run_1/ff_map.png
The bar under the picture is 20 um long. Other sequential cells in the stronger gray, the rest of the logic in the fainter gray.
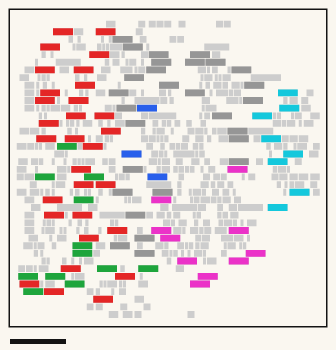
run_1/class_map.png
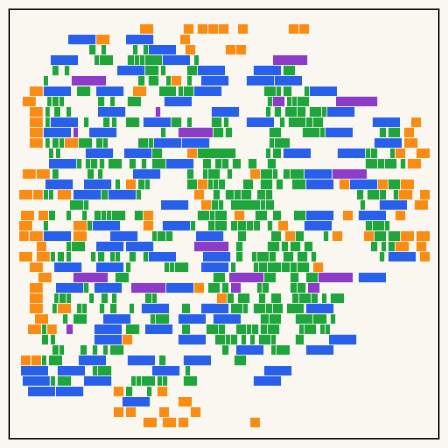
run_1/util_map.png
The die is cut into 11 by 11 equal tiles; white is low, dark blue is high, 0 to 100% covered.
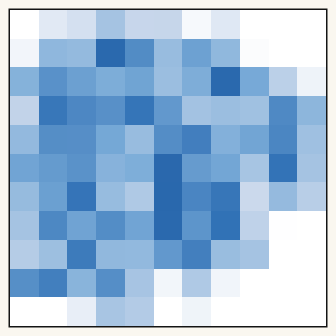
$ cat config.mk
export PLATFORM = sky130hd
export DESIGN_NAME = i8088_bus_master
export DESIGN_NICKNAME = d
export VERILOG_FILES = /design/src/rtl/i8088_bus_pkg.sv /design/src/rtl/i8088_tclk_gen.sv /design/src/rtl/i8088_bus_master.sv
export SDC_FILE = /design/constraint.sdc
export NUM_CORES = 1
export LEC_CHECK = 0
export CAP_MARGIN = 20
export CORE_MARGIN = 2
export CORE_UTILIZATION = 33
export DETAILED_ROUTE_END_ITERATION = 8
export SYNTH_ARGS = -nofsm -noshare
export SYNTH_HDL_FRONTEND = slang
export SYNTH_SLANG_ARGS = --single-unit
export TNS_END_PERCENT = 30
$ cat constraint.sdc
create_clock -name CLK100MHZ -period 3 [get_ports CLK100MHZ]
set_clock_uncertainty 0.15 [all_clocks]
set_input_delay 0.45 -clock CLK100MHZ [delete_from_list [all_inputs] [get_ports CLK100MHZ]]
set_output_delay 0.45 -clock CLK100MHZ [all_outputs]
set_load 0.1 [all_outputs]
$ cat src/rtl/i8088_bus_pkg.sv
// Shared types and defaults for the 8088 minimum-mode bus initiator.
package i8088_bus_pkg;

  localparam int unsigned CLK_DIV_DEF  = 20;
  localparam int unsigned WAIT_MAX_DEF = 1023;

  typedef enum logic [2:0] {
    S_TI = 3'd0,
    S_T1 = 3'd1,
    S_T2 = 3'd2,
    S_T3 = 3'd3,
    S_TW = 3'd4,
    S_T4 = 3'd5
  } bus_state_e;

  typedef struct packed {
    logic [19:0] addr;
    logic        write;
    logic        io;
    logic [7:0]  wdata;
  } bus_req_t;

endpackage

$ cat src/rtl/i8088_tclk_gen.sv
// T-state tick and 1/3-duty cpu_clk from the system clock, plus the READY synchronizer.
module i8088_tclk_gen
  import i8088_bus_pkg::*;
#(
  parameter int unsigned CLK_DIV = CLK_DIV_DEF
) (
  input  logic clk_i,
  input  logic rst_n_i,
  input  logic ready_i,
  output logic tick_o,
  output logic cpu_clk_o,
  output logic ready_s_o
);

  localparam logic [7:0] DIV_LAST = 8'(CLK_DIV - 1);
  localparam logic [7:0] CPU_HI   = 8'(CLK_DIV / 3);

  logic [7:0] div_cnt_q;
  logic [1:0] ready_sync_q;

  always_ff @(posedge clk_i) begin
    if (!rst_n_i) begin
      div_cnt_q    <= '0;
      ready_sync_q <= '0;
    end else begin
      div_cnt_q    <= (div_cnt_q == DIV_LAST) ? 8'd0 : div_cnt_q + 8'd1;
      ready_sync_q <= {ready_sync_q[0], ready_i};
    end
  end

  assign tick_o    = (div_cnt_q == DIV_LAST);
  assign cpu_clk_o = (div_cnt_q < CPU_HI);
  assign ready_s_o = ready_sync_q[1];

endmodule

$ cat src/rtl/i8088_bus_master.sv
// 8088 minimum-mode bus initiator: turns one request into a T1..T4 (+Tw) bus cycle.
//   state | meaning
//   TI    | idle; request latched when req_ready drops, T1 at next tick
//   T1    | ALE, address on AD and A19..A8, IO/M and DT/R set
//   T2    | strobe asserted, DEN low; read releases AD, write drives data
//   T3/TW | strobe held until synchronized READY or wait timeout
//   T4    | strobes released, response pulsed at the closing tick
module i8088_bus_master
  import i8088_bus_pkg::*;
#(
  parameter int unsigned CLK_DIV  = CLK_DIV_DEF,
  parameter int unsigned WAIT_MAX = WAIT_MAX_DEF
) (
  input  logic        CLK100MHZ,
  input  logic        ck_rst,
  input  logic        req_valid,
  output logic        req_ready,
  input  logic [19:0] req_addr,
  input  logic        req_write,
  input  logic        req_io,
  input  logic [7:0]  req_wdata,
  output logic        rsp_valid,
  output logic [7:0]  rsp_rdata,
  output logic        rsp_err,
  output logic        cpu_clk,
  output logic [11:0] a_hi,
  output logic [7:0]  ad_out,
  output logic        ad_oe,
  input  logic [7:0]  ad_in,
  output logic        ale,
  output logic        nrd,
  output logic        nwr,
  output logic        io_nm,
  output logic        dt_nr,
  output logic        nden,
  input  logic        ready
);

  localparam int unsigned WCW = $clog2(WAIT_MAX + 1);

  logic tick;
  logic ready_s;

  i8088_tclk_gen #(.CLK_DIV(CLK_DIV)) u_tclk (
    .clk_i     (CLK100MHZ),
    .rst_n_i   (ck_rst),
    .ready_i   (ready),
    .tick_o    (tick),
    .cpu_clk_o (cpu_clk),
    .ready_s_o (ready_s)
  );

  bus_state_e     state_q;
  bus_req_t       req_q;
  logic [WCW-1:0] wait_cnt_q;
  logic [WCW-1:0] wait_cnt_d;
  logic           timeout_hit;
  logic           leave_wait;

  logic        req_ready_q, rsp_valid_q, rsp_err_q;
  logic [7:0]  rsp_rdata_q, ad_out_q;
  logic [11:0] a_hi_q;
  logic        ad_oe_q, ale_q, nrd_q, nwr_q, io_nm_q, dt_nr_q, nden_q;

  // wait_cnt counts completed Tw states, so WAIT_MAX of them are inserted before abort
  assign wait_cnt_d  = wait_cnt_q + 1'b1;
  assign timeout_hit = (state_q == S_TW) && !ready_s && (wait_cnt_d == WCW'(WAIT_MAX));
  assign leave_wait  = ready_s || timeout_hit;

  always_ff @(posedge CLK100MHZ) begin
    if (!ck_rst) begin
      state_q     <= S_TI;
      req_q       <= '0;
      wait_cnt_q  <= '0;
      req_ready_q <= 1'b1;
      rsp_valid_q <= 1'b0;
      rsp_rdata_q <= '0;
      rsp_err_q   <= 1'b0;
      a_hi_q      <= '0;
      ad_out_q    <= '0;
      ad_oe_q     <= 1'b0;
      ale_q       <= 1'b0;
      nrd_q       <= 1'b1;
      nwr_q       <= 1'b1;
      io_nm_q     <= 1'b0;
      dt_nr_q     <= 1'b1;
      nden_q      <= 1'b1;
    end else begin
      rsp_valid_q <= 1'b0;
      if (req_valid && req_ready_q) begin
        req_q       <= '{addr: req_addr, write: req_write, io: req_io, wdata: req_wdata};
        req_ready_q <= 1'b0;
      end
      if (tick) begin
        unique case (state_q)
          S_TI: begin
            // req_ready still high here means nothing was latched before this tick
            if (!req_ready_q) begin
              state_q  <= S_T1;
              ale_q    <= 1'b1;
              ad_oe_q  <= 1'b1;
              ad_out_q <= req_q.addr[7:0];
              a_hi_q   <= req_q.addr[19:8];
              io_nm_q  <= req_q.io;
              dt_nr_q  <= req_q.write;
              nden_q   <= 1'b1;
            end
          end
          S_T1: begin
            state_q <= S_T2;
            ale_q   <= 1'b0;
            nden_q  <= 1'b0;
            if (req_q.write) begin
              ad_out_q <= req_q.wdata;
              nwr_q    <= 1'b0;
            end else begin
              ad_oe_q <= 1'b0;
              nrd_q   <= 1'b0;
            end
          end
          S_T2: state_q <= S_T3;
          S_T3, S_TW: begin
            if (leave_wait) begin
              state_q     <= S_T4;
              nrd_q       <= 1'b1;
              nwr_q       <= 1'b1;
              nden_q      <= 1'b1;
              rsp_err_q   <= timeout_hit;
              rsp_rdata_q <= (req_q.write || timeout_hit) ? 8'h00 : ad_in;
            end else if (state_q == S_T3) begin
              state_q    <= S_TW;
              wait_cnt_q <= '0;
            end else begin
              wait_cnt_q <= wait_cnt_d;
            end
          end
          S_T4: begin
            state_q     <= S_TI;
            ad_oe_q     <= 1'b0;
            rsp_valid_q <= 1'b1;
            req_ready_q <= 1'b1;
          end
          default: state_q <= S_TI;
        endcase
      end
    end
  end

  assign req_ready = req_ready_q;
  assign rsp_valid = rsp_valid_q;
  assign rsp_rdata = rsp_rdata_q;
  assign rsp_err   = rsp_err_q;
  assign a_hi      = a_hi_q;
  assign ad_out    = ad_out_q;
  assign ad_oe     = ad_oe_q;
  assign ale       = ale_q;
  assign nrd       = nrd_q;
  assign nwr       = nwr_q;
  assign io_nm     = io_nm_q;
  assign dt_nr     = dt_nr_q;
  assign nden      = nden_q;

endmodule

==> results.yml, run 1 <==
# yosys + openroad results
synthesis:
  synthFlopType: "dfxtp_1"
  async_flop_share: 0
  edf_count: 0
  synthTopCellsByArea: "dfxtp_1, nand2_1, mux2i_1"
  syn-num-nets: 494
  ys_cells: 449
  top_area_cell: "dfxtp_1"
  yosysUniqueCellTypes: 53
  syn_area_per_cell_sq_um: 8.644
  yosysTopAreaCellShare: 0.4694
  yosys_warnings: 0
layout:
  final_cells: 672
  area_delta_synth_final_pct: 29.82
  nNetsFinal: 569
  regMostFlops: "req_q"
  largest_reg_flops: 30
  final-comb-area_sq_um: 1907
  most-common-layout-cells: "dfxtp_1, nand2_1, buf_4, nor2_1, clkdlybuf4s50_1"
  fill_cells: 1131
cts:
  htreeDepth: 3
  ctsResizeCount: 0
  cts_sinks: 91
  hold_buffers: 0
  cts_tree: "built"
placement:
  portBuffers: 80
  dp_cells: 656
routing:
  drc: 0
  ant_nets: 0
  post_drt_wl_per_cell_um: 14.18
  vias: 3384
  avgViaCountPerCell: 5.036
sta:
  hold_viol_final: 0
  setup_viol: 0
  maxSlewHeadroom: 0.5310
  fmaxAchievable_ghz: 0.3763
  fin_setup_tns_ns: 0
  final.setup.worst_slack_ns: 0.3423
  tightest_slew_ns: 0.7028
die:
  core_sq_um: 11470
  fp.dieW_um: 112.5
  fp_util: 0.3385
pwr:
  p_leak_nw: 1.836
  power.density_nw_per_um2: 534.2
  ir_drop_mv: 0.3623
setup_path:
  critPathLaunch: "wait_cnt_q[3]"
  critical_path_arrival_ns: 2.71
  crit_end: "wait_cnt_q[6]"
hold_path:
  min_from: "u_tclk.ready_sync_q[0]"
global_route:
  antenna_found_initial: 0
run_status:
  status: "completed"
About ff_map.png:
Key: wait_cnt_q = magenta [sequential cells 10]; req_q = red [sequential cells 30, where a column on the left]; state_q = blue [sequential cells 3]; rsp_rdata = cyan [sequential cells 8, where east]; a_hi = green [sequential cells 12, where south-west]
Another 28 sequential cells are not colored.

About class_map.png:
Key: remaining logic cells = green [cells 327, share of their area 40%]; remaining buffers and delay cells = orange [cells 95, share of their area 17%]; clock drivers and dummy loads = purple [cells 16, share of their area 6.0%]; registers = blue [cells 91, share of their area 37%]

About util_map.png:
The fullest tile reaches 78%. 4.1% of the tiles are over 75% full. 17% of the tiles are nearly empty. The mean over all tiles is 38%.

-- run 1: stage by stage --
stage | cell area, sq um | total power, mW | hold slack (ns)
CTS | 5039 | 2.732 | 0.2929
floorplan | 3886 | 1.490 | 0.2619
global placement | 4746 | 1.597 | 0.2689
global route | 5039 | 2.800 | 0.3160
finish | 5039 | 2.692 | 0.2904
detailed placement | 4746 | 1.599 | 0.2740
-- run 1: layout make-up --
cell class	instances	share of cell area
multi-input combinational	321	0.3784
clock buffer	11	0.04619
timing repair buffer	95	0.1619
sequential	91	0.3616
inverter	6	0.004470
tap	143	0.03551
clock inverter	5	0.01192
-- run 1: worst max-delay path: stages, from the launching register on --
cell and delay, ns:
dfxtp_1 0.43, nand4_1 0.24, nor4b_1 0.67, o211ai_1 0.21, o2111ai_1 0.63, o21ai_0 0.19
-- run 1: power breakdown --
group	leakage (nW)	switching, mW	total (mW)	internal, mW
logic	0.955	0.187	0.292	0.106
registers	0.740	0.0285	1.28	1.25
clock network	0.141	0.470	1.12	0.650
-- run 1: layer usage --
metal | global-route usage | vias up | part of all wire
li1 | - | 1726 | -
met1 | 0.1947 | 1543 | 0.46
met2 | 0.2422 | 101 | 0.46
met3 | 0.05238 | 14 | 0.062
met4 | 0.05528 | 0 | 0.020
met5 | 0 | - | 0
-- run 1: cells by family after synthesis --
family / after synthesis / synth area share
AND-OR/OR-AND: 104 / 0.1815
XOR/XNOR: 9 / 0.02031
flip-flops: 91 / 0.4694
adder cells (fa/ha/maj): 3 / 0.009672
buffers and inverters: 37 / 0.04062
multiplexers: 25 / 0.06447
AND/OR/NAND/NOR: 180 / 0.2141
--- run 2 (diff from run 1) ---
--- a/config.mk
+++ b/config.mk
@@ -12,4 +12,3 @@
 export SYNTH_ARGS = -nofsm -noshare
 export SYNTH_HDL_FRONTEND = slang
 export SYNTH_SLANG_ARGS = --single-unit
-export TNS_END_PERCENT = 30
run_2/ff_map.png
The bar under the picture is 20 um long. Other sequential cells in the stronger gray, the rest of the logic in the fainter gray.
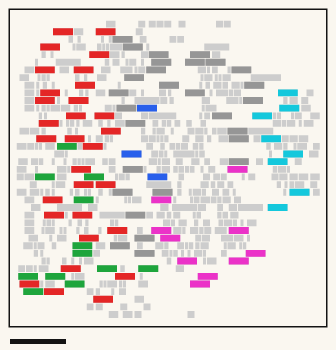
Key: rsp_rdata = cyan [sequential cells 8, where east]; wait_cnt_q = magenta [sequential cells 10]; req_q = red [sequential cells 30, where a column on the left]; a_hi = green [sequential cells 12, where south-west]; state_q = blue [sequential cells 3]
Another 28 sequential cells are not colored.

run_2/m3.png
The bar under the picture is 20 um long.
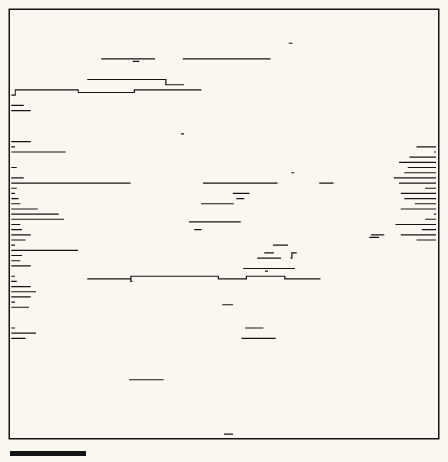
The longest straight run is 31.1 um. The layer carries 590 um of wire. 73 nets have wire on it.

run_2/class_map.png
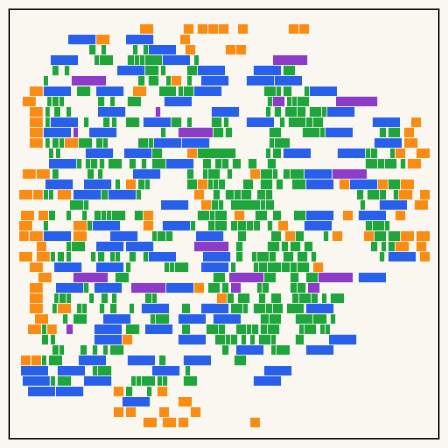
Key: remaining logic cells = green [cells 327, share of their area 40%]; registers = blue [cells 91, share of their area 37%]; clock drivers and dummy loads = purple [cells 16, share of their area 6.0%]; remaining buffers and delay cells = orange [cells 95, share of their area 17%]

==> results.yml, run 2 <==
# yosys + openroad results
run_status:
  status: "completed"
setup_path:
  cp_slowest_cell: "nor4b_1"
  critical_path_arrival_ns: 2.71
  crit_end: "wait_cnt_q[6]"
  worstPathCellList: "nand4_1 > nor4b_1 > o211ai_1 > o2111ai_1 > o21ai_0"
  path_buffers: 0
  critPathLaunch: "wait_cnt_q[3]"
  path_delay_family: "AND-OR/OR-AND gates"
sta:
  hold_viol_final: 0
  fmaxAchievable_ghz: 0.3763
  final.setup.worst_slack_ns: 0.3423
  worst_hold_slack_ns: 0.2904
  tightest_slew_ns: 0.7028
  fin_setup_tns_ns: 0
  setup_viol: 0
synthesis:
  top_area_cell: "dfxtp_1"
  syn-num-nets: 494
  yosys_warnings: 0
  async_flop_share: 0
  edf_count: 0
  yosysUniqueCellTypes: 53
  synthFlopType: "dfxtp_1"
  ys_cells: 449
die:
  core_sq_um: 11470
  fp.dieW_um: 112.5
  fp_util: 0.3385
global_route:
  grt.busiest_layer: "met2"
  grt.met1_usage: 0.1947
  grt_use_met3: 0.05238
routing:
  vias: 3384
  ant_nets: 0
  met2_wirelength_um: 4407
  drc: 0
  avgViaCountPerCell: 5.036
  met1Wirelength_um: 4340
  wl_met3_um: 589
  topRoutingLayerUsed: "met4"
  post_drt_wl_per_cell_um: 14.18
layout:
  largest_reg_flops: 30
  most-common-layout-cells: "dfxtp_1, nand2_1, buf_4, nor2_1, clkdlybuf4s50_1"
  regMostFlops: "req_q"
cts:
  hold_buffers: 0
  ctsResizeCount: 0
  htreeDepth: 3
  cts_tree: "built"
pwr:
  ir_drop_mv: 0.3623
  p_leak_nw: 1.836
  power.density_nw_per_um2: 534.2
[run 2: cell counts after synthesis]
No cell type changed its count.
[run 2: final cells by class]
type | count | area, sq um
fill | 1131 | 6429
multi-input combinational | 321 | 1907
sequential | 91 | 1822
timing repair buffer | 95 | 815.8
clock buffer | 11 | 232.7
tap | 143 | 178.9
clock inverter | 5 | 60.06
inverter | 6 | 22.52
[run 2: per-stage QoR]
step                      total power [mW]  utilization  area, sq um  std cells
after floorplan                      1.490            -         3886        449
after global placement               1.597       0.4139         4746        656
after detailed placement             1.599       0.4139         4746        656
after CTS                            2.732       0.4394         5039        672
after global routing                 2.800       0.4394         5039        672
final                                2.692       0.4394         5039        672
[run 2: worst min path at each step]
stage	startpoint	to	slack (ns)	depth (start not counted)
final	u_tclk.ready_sync_q[0]	u_tclk.ready_sync_q[1]	0.29	1
after global routing	req_q[13]	req_q[13]	0.32	2
after CTS	u_tclk.ready_sync_q[0]	u_tclk.ready_sync_q[1]	0.29	1
after detailed placement	u_tclk.ready_sync_q[0]	u_tclk.ready_sync_q[1]	0.27	1
after global placement	u_tclk.ready_sync_q[0]	u_tclk.ready_sync_q[1]	0.27	1
after floorplan	u_tclk.ready_sync_q[0]	u_tclk.ready_sync_q[1]	0.26	1
[run 2: logic make-up after synthesis]
family | count (synthesis) | share of synthesized area
fa+ha+maj | 3 | 0.009672
compound gates | 104 | 0.1815
mux | 25 | 0.06447
buf+inv | 37 | 0.04062
simple gates | 180 | 0.2141
xor+xnor | 9 | 0.02031
flops | 91 | 0.4694
[run 2: report_power, final]
| group | internal (mW) | switching, mW |
|---|---|---|
| clock network | 0.650 | 0.470 |
| registers | 1.25 | 0.0285 |
| logic | 0.106 | 0.187 |
| total | 2.01 | 0.686 |
Power figures rest on the tool's default switching activity, not on a simulated workload.
